`src/rtl/vga_fb_arbiter.sv`:
```
// ---------------------------------------------------------------------------
// vga_fb_arbiter
//   Shares one single-port framebuffer RAM between the VGA pixel-fetch path
//   (reader) and the audio-visualizer bar renderer (writer).
//   - Reads win during active video, writes win during blanking.
//   - A saturating wait counter forces a write grant when the writer has
//     waited STARVE_MAX cycles. The forced write displaces a pending read,
//     which is reported on rd_drop.
//   - Every write is followed by one recovery cycle in which no write is
//     granted, so the writer can drop or update wr_req after wr_ack.
//   - Inputs are sampled on a clock edge. The resulting grant appears on
//     the registered mem_* outputs from that edge onward.
//
// Optional feature (macro VSYNC_LOCK_EN):
//   When defined, a write is granted only if vblank=1 at the decision edge
//   (tear-free updates). The forced-write path is disabled, rd_drop stays 0,
//   and the counter still runs and reports saturation on wr_starve.
//   When undefined, vblank is ignored.
//
// Ports:
//   clk        pixel-domain clock
//   rst        asynchronous reset, active low
//   vid_active active-video flag from the timing generator
//   vblank     vertical-blanking flag from the timing generator
//   rd_req     pixel fetch request, rd_addr its address
//   rd_valid   RAM read data valid, RD_LAT cycles after a granted read
//   rd_drop    pulse: a pending read lost to a forced write
//   wr_req     write request, held until wr_ack; wr_addr/wr_data its payload
//   wr_ack     pulse: write issued this cycle
//   wr_starve  write-wait counter is saturated
//   mem_en, mem_we, mem_addr, mem_wdata   single-port RAM interface
// ---------------------------------------------------------------------------
module vga_fb_arbiter #(
  parameter int ADDR_W     = 15,
  parameter int DATA_W     = 12,
  parameter int RD_LAT     = 2,
  parameter int STARVE_MAX = 64
) (
  input  logic              clk,
  input  logic              rst,
  input  logic              vid_active,
  input  logic              vblank,
  input  logic              rd_req,
  input  logic [ADDR_W-1:0] rd_addr,
  output logic              rd_valid,
  output logic              rd_drop,
  input  logic              wr_req,
  input  logic [ADDR_W-1:0] wr_addr,
  input  logic [DATA_W-1:0] wr_data,
  output logic              wr_ack,
  output logic              wr_starve,
  output logic              mem_en,
  output logic              mem_we,
  output logic [ADDR_W-1:0] mem_addr,
  output logic [DATA_W-1:0] mem_wdata
);

  localparam int CNT_W = $clog2(STARVE_MAX + 1);

  typedef enum logic [1:0] {
    S_IDLE,
    S_RD,
    S_WR,
    S_REC
  } state_t;

  state_t            state;
  state_t            state_nxt;
  logic [CNT_W-1:0]  wait_cnt;
  logic [RD_LAT-1:0] rd_pipe;
  logic              wr_ok;    // write may be granted by the normal rules
  logic              forced;   // starvation overrides the normal rules

  assign wr_starve = (wait_cnt == CNT_W'(STARVE_MAX));
  assign rd_valid  = rd_pipe[RD_LAT-1];

`ifdef VSYNC_LOCK_EN
  assign wr_ok  = wr_req & vblank;
  assign forced = 1'b0;
`else
  logic unused_vblank;
  assign unused_vblank = vblank;
  assign wr_ok  = wr_req;
  assign forced = wr_starve & wr_req;
`endif

  // Grant decision for the next cycle.
  always_comb begin
    // NOTE: default first so every path assigns state_nxt; no latch is inferred.
    state_nxt = S_IDLE;
    if (state == S_WR) begin
      state_nxt = S_REC;
    end else if (forced) begin
      state_nxt = S_WR;
    end else if (vid_active) begin
      if (rd_req)                         state_nxt = S_RD;
      else if (wr_ok && state != S_REC)   state_nxt = S_WR;
    end else begin
      if (wr_ok && state != S_REC)        state_nxt = S_WR;
      else if (rd_req)                    state_nxt = S_RD;
    end
  end

  always_ff @(posedge clk or negedge rst) begin
    if (!rst) begin
      state     <= S_IDLE;
      mem_en    <= 1'b0;
      mem_we    <= 1'b0;
      mem_addr  <= '0;
      mem_wdata <= '0;
      wr_ack    <= 1'b0;
      rd_drop   <= 1'b0;
      wait_cnt  <= '0;
      // NOTE: the read-valid pipe is a few flops, not a RAM; clearing it on
      // reset is what keeps a stale rd_valid from escaping after reset.
      rd_pipe   <= '0;
    end else begin
      // NOTE: non-blocking assignments throughout, so every register sees
      // the pre-edge values of the others.
      state   <= state_nxt;
      mem_en  <= (state_nxt == S_RD) || (state_nxt == S_WR);
      mem_we  <= (state_nxt == S_WR);
      wr_ack  <= (state_nxt == S_WR);
      rd_drop <= (state_nxt == S_WR) && forced && rd_req;

      // Address/data only change when an access is issued; they hold
      // through idle and recovery cycles.
      if (state_nxt == S_RD) begin
        mem_addr <= rd_addr;
      end else if (state_nxt == S_WR) begin
        mem_addr  <= wr_addr;
        mem_wdata <= wr_data;
      end

      // Counts cycles the writer spends waiting; the write cycle itself
      // does not count.
      if ((state_nxt == S_WR) || !wr_req) begin
        wait_cnt <= '0;
      end else if ((state != S_WR) && !wr_starve) begin
        wait_cnt <= wait_cnt + CNT_W'(1);
      end

      // Stage 0 marks the cycle after a read issue; the last stage is
      // exactly RD_LAT cycles after it.
      rd_pipe[0] <= (state == S_RD);
      for (int i = 1; i < RD_LAT; i++) begin
        rd_pipe[i] <= rd_pipe[i-1];
      end
    end
  end

endmodule

```
`config.mk`:
```
export PLATFORM = sky130hd
export DESIGN_NAME = vga_fb_arbiter
export DESIGN_NICKNAME = d
export VERILOG_FILES = /design/src/rtl/vga_fb_arbiter.sv
export SDC_FILE = /design/constraint.sdc
export NUM_CORES = 1
export LEC_CHECK = 0
export CAP_MARGIN = 20
export CORE_MARGIN = 2
export CORE_UTILIZATION = 38
export DETAILED_ROUTE_END_ITERATION = 7
export GPL_ROUTABILITY_DRIVEN = 0
export PLACE_DENSITY = 0.75
export SLEW_MARGIN = 10
export SYNTH_ARGS = -nofsm -noshare
export SYNTH_HDL_FRONTEND = slang
export SYNTH_SLANG_ARGS = --single-unit
```
`constraint.sdc`:
```
create_clock -name clk -period 2 [get_ports clk]
set_input_delay 0.4 -clock clk [delete_from_list [all_inputs] [get_ports clk]]
set_output_delay 0.4 -clock clk [all_outputs]
set_load 0.02 [all_outputs]
```
drive_strength.png
Bar = 20 µm.
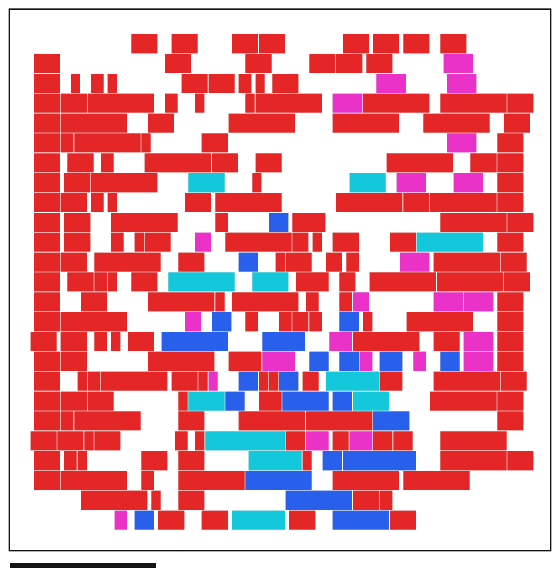
[cyan] drive 6 and up | cells: 11 | share: 4.3%
[magenta] drive 2 | cells: 23 | share: 9.1%
[blue] drive 3 to 4 | cells: 22 | share: 8.7%
[red] drive 1 or less | cells: 198 | share: 78%

cell_classes.png
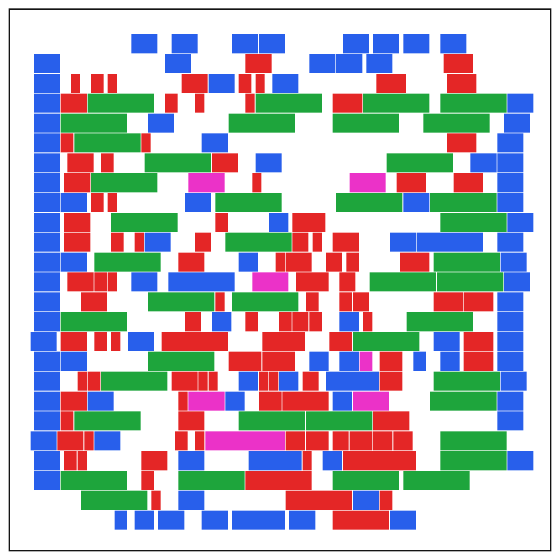
[blue] other buffers and delay cells | cells: 97
[magenta] clock drivers and dummy loads | cells: 7
[green] flip-flops | cells: 41
[red] all other logic | cells: 109
final core occ: 0.654
Rows: 25

final_clocks.png
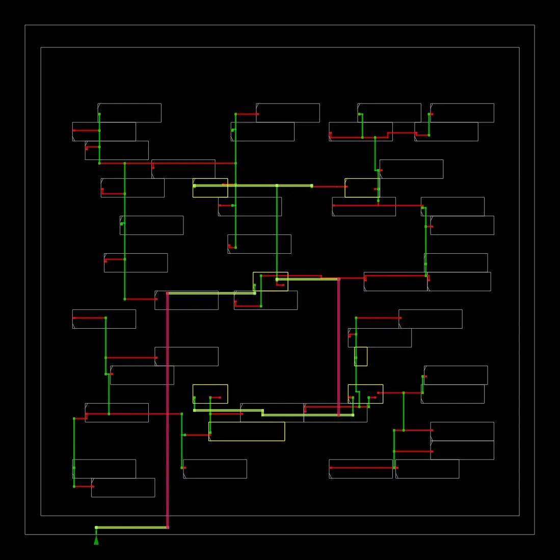
num sequential: 41
clk_lat worst skew: 0.29 ns

==> GITHUB_STEP_SUMMARY <==
### Flow metrics

| Metric | Value |
|---|---|
| Worst-path clk slew | 0.08 ns |
| Placed cell count | 307 |
| Htree depth | 2 |
| CP peak stage delay | 0.39 ns |
| Status | finished, final reports clean |
| Top Usage Layer GRT | met2 |
| Number of global-route vias before repair | 1507 |
| OpenROAD warnings | 30 |
| Pins Over Slew Limit | 0 |
| Routing usage on met2 | 0.259 |
| WS Path Type | reg -> reg |
| Post-synth design cell area | 1860 µm² |
| VDD IR-drop max | 0.000721 V |
| DP HPWL | 2.79 mm |
| DR iter-0 viols | 42 |
| Hold WC Path Type | in -> async |
| Fin. Hold Viols | 0 |
| Pwr per Cell Area | 1250 nW/µm² |
| Skew final | 0.00607 ns |
| FF-to-FF path depth | 8 |
| Max_cap viols | 0 |
| Setup crit start kind | flip-flop |
| Via count | 1501 |
| Critical path required time | 2.18 ns |
| Power, Total | 3.86 mW |
| Post-DR vias/cell | 4.68 |
| Worst-margin pin slew | 0.512 ns |
| Final tally of setup violations | 0 |
| Critical path cell sequence | inv_2 -> ha_4 -> and4bb_4 -> o2bb2ai_4 -> a31o_4 -> ha_4 -> clkbuf_16 -> mux2_2 |
| Leakage Power | 1.31 nW |
| Area grow syn2layout | 66.0% |
| CP max FO | 6 |
| Critical Path AT | 2.17 ns |
| Port Buf Inserts | 79 |
| Init Core Util | 0.394 |
| Final non-filler cell total | 321 |
| NumNets Final | 306 |
| Crit path time final | 1.98 ns |
| Most numerous logic cells after layout | clkdlybuf4s50_1, dfrtp_1, mux2i_1, nand2_1, o21ai_0 |
| CORE AREA | 4720 µm² |
| RSZ-0062 raised after global routing | true |
| Grt total ovfl | 0 |
| Die ar. | 5470 µm² |
| CTS tree | yes |
| IO Count | 81 |
| Diode count | 0 |
| Synthesized instance count | 158 |
| Initial antenna violation count | 0 |
| Final wirelength | 4.17 mm |
| Crit. End Element | flip-flop |
| Most frequent logic cell in the layout | clkdlybuf4s50_1 |
| Root Buffer | clkbuf_8 |
| Post-DRT Antenna Nets | 0 |
| Routed WL per cell | 13.0 µm |
| Distinct lib cells | 31 |
| GR Util All Layers | 0.154 |
| CTS buffer count | 5 |
| Slew Limit Headroom | 0.659 |
| Synth flops | 41 |
| Iteration tally of the first detailed-router pass | 4 |
| # Cells Yosys | 158 |
| Fraction of layout cells with a size suffix above 1 | 0.220 |
| Die width | 74.0 µm |
| Max Fclk | 0.504 GHz |
| CTS sink cnt | 41 |
| Synth Seq Share | 0.551 |
| First-pass GRT wire length | 6.45 mm |
| Largest net degree at the start of global routing | 42 |
| DRC viols | 0 |
| Fin crit share | 0.992 |
| M3 GR Usage | 0.0556 |
| Yosys Chip Area | 1860 µm² |
| Crit path max-delay cell type | dfrtp_1 |
| Avg Inst Size Synth | 11.8 µm² |
| Worst-case clock buffer depth | 2 |
| Synthesized netlist net count | 210 |
| Die Y | 74.0 µm |
| CP dominant cell by count | ha_4 |
| Met1 Usage GRT | 0.180 |
| Yosys warning tally | 0 |
| Hold_buf cts | 0 |
| TNS Setup | 0 ns |
| Final hold slack | 0.158 ns |
clock_map.png
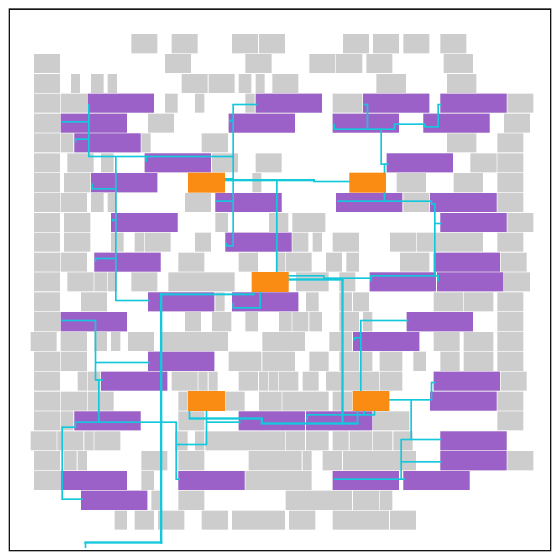
[cyan] clock wires | length: 496 µm
[orange] cells driving clock nets | count: 5
[purple] flip-flops | count: 41
flops lie: all over the die
clock power share: 0.165
Clock net power: 637 µW

registers.png
Bar = 20 µm. Other sequential cells in the stronger grey, the rest of the logic in the fainter grey.
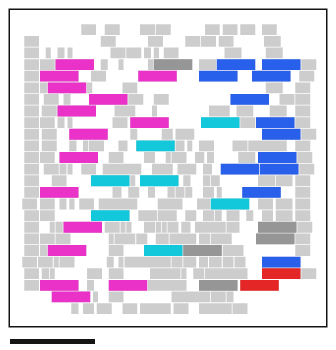
[magenta] `mem_addr` | placed flops: 15
[red] `rd_pipe` | placed flops: 2
[cyan] `wait_cnt` | placed flops: 7 | where: middle
[blue] `mem_wdata` | placed flops: 12

metrics by stage:
stage               cell area [µm²]   util  worst slack, ns
floorplan                      1870      -           0.0245
global placement               2810  0.595          -0.0699
detailed placement             2810  0.595           -0.113
CTS                            2930  0.620           0.0132
global route                   3090  0.654          -0.0405
finish                         3090  0.654           0.0168
state kept, by name, indices dropped and copies added, names as in the netlist:
signal     flops
mem_we         1
wait_cnt       7
mem_addr      15
rd_pipe        2
mem_wdata     12
state          2
rd_drop        1
mem_en         1
logic make-up after synthesis:
| kind of cell | share of synthesized area |
|---|---|
| compound gates | 0.0921 |
| fa+ha+maj | 0.0269 |
| buf+inv | 0.0336 |
| flops | 0.551 |
| mux | 0.175 |
| simple gates | 0.121 |
final timing paths:
kind | endpoint | slack, ns | startpoint
max | mem_wdata[6] | 0.02 | wait_cnt[0]
min reg2reg | rd_pipe[1] | 0.35 | rd_pipe[0]
min | mem_addr[2] | 0.16 | rst
max reg2reg | mem_wdata[6] | 0.02 | wait_cnt[0]
max in group asynchronous | rd_drop | 1.49 | rst
min in group clk | rd_pipe[1] | 0.35 | rd_pipe[0]
what timing repair did:
item | CTS | global route
setup buffers | 0 | 5
pin swaps | 1 | 6
cloned | 0 | 2
gates resized | 5 | 18
setup endpoints to repair | 12 | 35
power breakdown:
part,internal [mW],switching [mW]
Combinational,1.03,0.887
Sequential,1.15,0.162
Clock,0.363,0.274
Total,2.54,1.32
critical path: cells and delay by family, from the launching register on:
| kind | cells | cell delay, ns |
|---|---|---|
| AND-OR/OR-AND | 2 | 0.33 |
| adder cells (fa/ha/maj) | 2 | 0.30 |
| buffers and inverters | 2 | 0.24 |
| flip-flops | 1 | 0.39 |
| multiplexers | 1 | 0.32 |
| AND/OR/NAND/NOR | 1 | 0.28 |
per-layer routing:
layer | share of wire | vias up
met5 | 0 | -
met4 | 0.013 | 0
met3 | 0.077 | 4
met2 | 0.50 | 64
met1 | 0.41 | 697
li1 | - | 736
Yosys cell counts, drive strengths merged:
| library cell | count | share of area |
|---|---|---|
| o2bb2ai | 1 | 0.0047 |
| or2b | 1 | 0.0040 |
| mux2 | 12 | 0.073 |
| a31oi | 1 | 0.0034 |
| dfrtp | 41 | 0.55 |
| nand2 | 21 | 0.042 |
| and2 | 1 | 0.0047 |
| mux2i | 19 | 0.10 |
| ha | 4 | 0.027 |
| o21a | 1 | 0.0040 |
| and4 | 1 | 0.0047 |
| nand2b | 3 | 0.010 |
| a211oi | 1 | 0.0067 |
| or3 | 2 | 0.0067 |
| and2b | 1 | 0.0040 |
| buf | 6 | 0.019 |
| nor2 | 3 | 0.0061 |
| clkbuf | 2 | 0.0040 |
| inv | 5 | 0.010 |
| nand3 | 2 | 0.0054 |
| a21oi | 5 | 0.015 |
| a31o | 2 | 0.0094 |
| o21ai | 18 | 0.048 |
| and4bb | 3 | 0.022 |
| nor2b | 2 | 0.011 |
area by class of cell:
| type | instances | area [µm²] |
|---|---|---|
| timing repair buffer | 97 | 988 |
| fill | 387 | 1640 |
| clock buffer | 5 | 68.8 |
| multi-input combinational | 104 | 867 |
| tap | 67 | 83.8 |
| sequential | 41 | 1030 |
| clock inverter | 2 | 35.0 |
| inverter | 5 | 18.8 |
Power figures rest on the tool's default switching activity, not on a simulated workload.
